**src/rtl/hsem_task_dispatch.sv**
```systemverilog
// rtl/hsem_task_dispatch.sv - round-robin task dispatcher with completion watchdog
//
// Merges task-register writes into a pending set. Offers pending tasks to the
// core one at a time in round-robin order and watches each running task with
// a timeout. A timed-out task is re-queued, and the timeout is recorded in a
// sticky error flag. Completed tasks are counted with a saturating counter.
//
// Ports:
//   hclk, hresetn  clock, asynchronous active-low reset
//   tsk_stat       task status register value (bit i = task i requested)
//   tsk_upd        pulses in the cycle the task register is written
//   tsk_valid      task offer valid
//   tsk_id         id of the offered / running task
//   tsk_ack        core accepts the offered task
//   tsk_done       core finished the running task (single-cycle pulse)
//   err_clr        clears to_err
//   pend           pending task set
//   busy           dispatcher not idle
//   to_err         sticky timeout flag
//   done_cnt       saturating completed-task counter
module hsem_task_dispatch #(
  parameter int TASK_NUM = 32,
  parameter int ID_W     = 5,
  parameter int TIMEOUT  = 1024,
  parameter int TO_W     = 11
) (
  input  logic                hclk,
  input  logic                hresetn,
  input  logic [TASK_NUM-1:0] tsk_stat,
  input  logic                tsk_upd,
  output logic                tsk_valid,
  output logic [ID_W-1:0]     tsk_id,
  input  logic                tsk_ack,
  input  logic                tsk_done,
  input  logic                err_clr,
  output logic [TASK_NUM-1:0] pend,
  output logic                busy,
  output logic                to_err,
  output logic [15:0]         done_cnt
);

  localparam logic [1:0] ST_IDLE  = 2'd0;
  localparam logic [1:0] ST_OFFER = 2'd1;
  localparam logic [1:0] ST_BUSY  = 2'd2;

  logic [1:0]            state;
  logic                  upd_d;
  logic [ID_W-1:0]       ptr;
  logic [TO_W-1:0]       timer;
  logic [TASK_NUM-1:0]   id_mask;
  logic [TASK_NUM-1:0]   set_v;
  logic [TASK_NUM-1:0]   clr_v;
  logic [TASK_NUM-1:0]   rq_v;
  logic [TASK_NUM-1:0]   rot;
  logic [2*TASK_NUM-1:0] dbl;
  logic [ID_W-1:0]       sel_id;
  logic                  ack_ok;
  logic                  timeout;

  assign tsk_valid = (state == ST_OFFER);
  assign busy      = (state != ST_IDLE);

  assign ack_ok  = (state == ST_OFFER) && tsk_ack;
  // A done in the final cycle takes precedence over the timeout.
  assign timeout = (state == ST_BUSY) && !tsk_done && (timer == TO_W'(TIMEOUT - 1));

  assign id_mask = TASK_NUM'(1) << tsk_id;

  // The register value settles one cycle after the write strobe.
  assign set_v = upd_d   ? tsk_stat : '0;
  assign clr_v = ack_ok  ? id_mask  : '0;
  assign rq_v  = timeout ? id_mask  : '0;

  // Rotate pend so bit 0 of rot corresponds to ptr+1; the lowest set bit of
  // rot is then the next task in round-robin order (ptr itself is checked last).
  assign dbl = {pend, pend};
  assign rot = TASK_NUM'(dbl >> (int'(ptr) + 1));

  always_comb begin
    sel_id = '0;
    for (int j = TASK_NUM - 1; j >= 0; j--) begin
      if (rot[j]) begin
        sel_id = ID_W'((int'(ptr) + 1 + j) % TASK_NUM);
      end
    end
  end

  always_ff @(posedge hclk or negedge hresetn) begin
    if (!hresetn) begin
      state    <= ST_IDLE;
      upd_d    <= 1'b0;
      pend     <= '0;
      tsk_id   <= '0;
      ptr      <= ID_W'(TASK_NUM - 1);
      timer    <= '0;
      to_err   <= 1'b0;
      done_cnt <= '0;
    end else begin
      upd_d <= tsk_upd;
      // Set wins over clear so a re-request of the acked task is kept.
      pend  <= (pend & ~clr_v) | set_v | rq_v;

      case (state)
        ST_IDLE: begin
          if (|pend) begin
            tsk_id <= sel_id;
            state  <= ST_OFFER;
          end
        end
        ST_OFFER: begin
          if (tsk_ack) begin
            ptr   <= tsk_id;
            timer <= '0;
            state <= ST_BUSY;
          end
        end
        ST_BUSY: begin
          timer <= timer + TO_W'(1);
          if (tsk_done) begin
            if (done_cnt != 16'hFFFF) begin
              done_cnt <= done_cnt + 16'd1;
            end
            state <= ST_IDLE;
          end else if (timeout) begin
            state <= ST_IDLE;
          end
        end
        default: state <= ST_IDLE;
      endcase

      if (timeout) begin
        to_err <= 1'b1;
      end else if (err_clr) begin
        to_err <= 1'b0;
      end
    end
  end

endmodule

```
**config.mk**
```make
export PLATFORM = sky130hd
export DESIGN_NAME = hsem_task_dispatch
export DESIGN_NICKNAME = d
export VERILOG_FILES = /design/src/rtl/hsem_task_dispatch.sv
export SDC_FILE = /design/constraint.sdc
export NUM_CORES = 1
export LEC_CHECK = 0
export CORE_MARGIN = 5
export CORE_UTILIZATION = 30
export CTS_CLUSTER_SIZE = 25
export DETAILED_ROUTE_END_ITERATION = 12
export PLACE_DENSITY = 0.53
export SLEW_MARGIN = 20
export SYNTH_ARGS = -nofsm -noshare
export SYNTH_HDL_FRONTEND = slang
export SYNTH_SLANG_ARGS = --single-unit
export TNS_END_PERCENT = 1
```
**constraint.sdc**
```tcl
create_clock -name hclk -period 9.4 [get_ports hclk]
set_input_delay 1.41 -clock hclk [delete_from_list [all_inputs] [get_ports hclk]]
set_output_delay 1.41 -clock hclk [all_outputs]
set_load 0.02 [all_outputs]
```
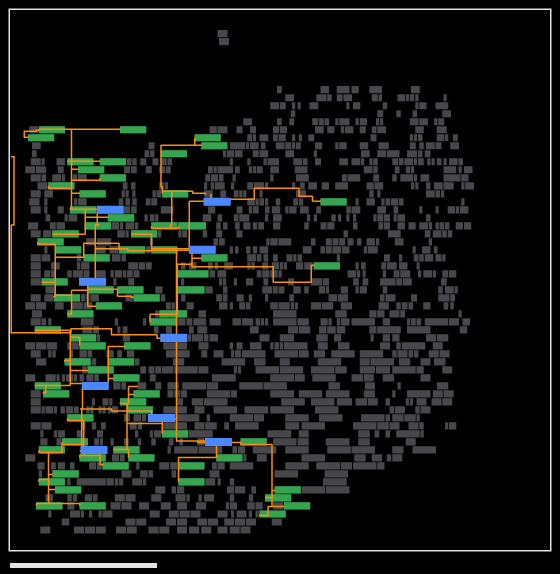
(images/clk_routes.png)
The bar under the picture is 50 um long.
clock wires -> orange  # length 1,170 um
flip-flops -> green  # count 73
clock drivers -> blue  # count 9
routed clock nets = 10
clk ins delay skew pair: 0.34 ns
Max Clock Skew: 0.008400 ns

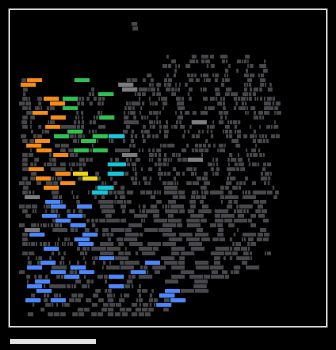
(images/flops_by_reg.png)
The bar under the picture is 50 um long. Other sequential cells in the stronger gray, the rest of the logic in the fainter gray.
`ptr` -> cyan  # placed flops 5
`pend` -> blue  # placed flops 32
`done_cnt` -> orange  # placed flops 16, where left middle
`state` -> yellow  # placed flops 2
`timer` -> green  # placed flops 11, where left middle
not colored = 7

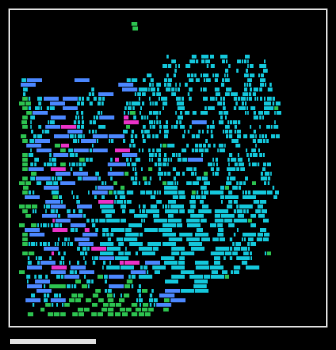
(images/placement_by_type.png)
The bar under the picture is 50 um long.
combinational and other logic -> cyan  # cells 869, share of their area 68%
flops -> blue  # cells 73, share of their area 18%
clock drivers and dummy loads -> magenta  # cells 16, share of their area 2.8%
other buffers and delay cells -> green  # cells 111, share of their area 11%
Final Instance Area: 10,490 sq um
core area: 29,720 sq um
fin util: 0.3530
sequential cell area share: 0.1751
# rows: 63

==> impl_metrics.csv <==
group,metric,value,unit
floorplan,chipArea,33670,sq um
floorplan,boundaryPins,94,
critical_path,critical_path.endpoint,"tsk_id[3]",
placed_design,dp_cells,1442,
final_layout,lay_top_cells,"nand2_1, clkdlybuf4s50_1, o21ai_0, mux4_2, dfrtp_1",
critical_path,reg2reg_from,"ptr[1]",
synth,ys_sh_mux,0.2986,
synth,syn_area,9030,sq um
route,viasPerCell,6.221,
final_layout,design.seq.count,73,
critical_path,cp-end-kind,"register",
synth,ys_cells,1023,
final_layout,stdcell_count,1459,
hold_path,hold_start,"timer[6]",
run_status,status,"complete, no violations",
sta,relSlewSlack,0.3247,
hold_path,whs_path_depth,1,
sta,fmax,182.5,MHz
flow_run,warning_count,35,
critical_path,path_class,"reg -> reg",
global_route,grt_pass1_vias,8872,
final_layout,fill_cells,3022,
sta,hold_viol,0,
synth,adder_share,0.01940,
synth,xor_area_frac,0.03977,
critical_path,critPathMaxStageDelay,0.59,ns
pwr,maxPowerGroup,"combinational cells",
clock_network,cts_tree,"done",
final_layout,n_antenna_cell,0,
floorplan,tap_cells,390,
route,antenna_left,0,
synth,avgSynthCellArea,8.827,sq um
placed_design,post-place-ws,4.167,ns
placed_design,gp_congestion,1.008,
critical_path,worstPathRequired,9.62,ns
global_route,grt_usage,0.2092,
sta,period_needed,5.478,ns
route,drt_pass1_iterations,5,
final_layout,comb_cells,841,
critical_path,worstPathCellList,"buf_4, ha_1, xnor2_1, inv_1, ha_1, a21oi_1, xnor2_1, o21ai_0, nand2b_1, o2111ai_1, a31oi_1, o221ai_1, nor4b_1, o32ai_1",
final_layout,largest_class,"combinational gates",
route,drc,0,
critical_path,setup.worst_path.start_class,"register",
pwr,ir_drop,146.1,uV
synth,flop_cell,"dfrtp_1",
critical_path,cp_top_family,"AND-OR/OR-AND gates",
final_layout,buffer_area_frac,0.1033,
hold_path,min_to,"timer[6]",
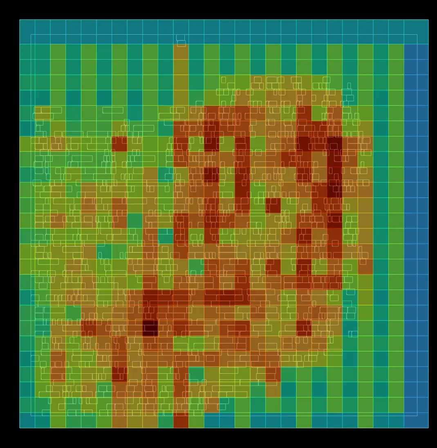
(images/congestion.png)
grt met3 use: 0.04135
drt wl/cell: 24.36 um

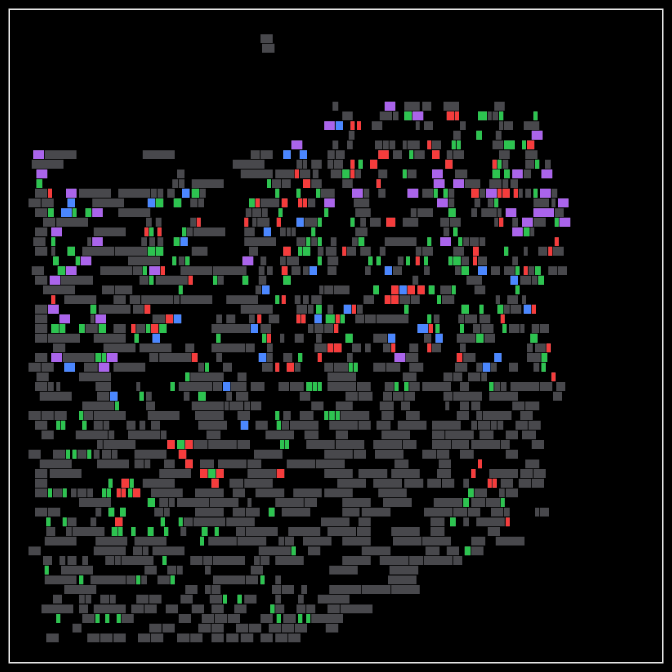
(images/logic_types.png)
AND and OR gates -> blue  # cells 32
NOR gates -> red  # cells 93
NAND gates -> green  # cells 189
XOR/XNOR gates -> purple  # cells 41

registers in the layout (all words and copies together), names as in the netlist:
name / count
done_cnt: 16
pend: 32
ptr: 5
state: 2
timer: 11
to_err: 1
tsk_id: 5
upd_d: 1
worst register-to-register path, stage by stage, from the launching register on:
cell and delay [ns]:
dfstp_2 0.51, buf_4 0.58, ha_1 0.55, xnor2_1 0.50
inv_1 0.59, ha_1 0.50, a21oi_1 0.19, xnor2_1 0.22
o21ai_0 0.49, nand2b_1 0.23, o2111ai_1 0.12, a31oi_1 0.20
o221ai_1 0.15, nor4b_1 0.17, o32ai_1 0.34
per-layer routing:
layer / wire length [um] / track usage / vias up
li1: - / - / 4018
met1: 15170 / 0.2914 / 4511
met2: 16360 / 0.3267 / 478
met3: 2972 / 0.04135 / 70
met4: 1035 / 0.06943 / 0
met5: 0 / 0 / -
No activity file was given, so power comes from the tool's default toggle rates.
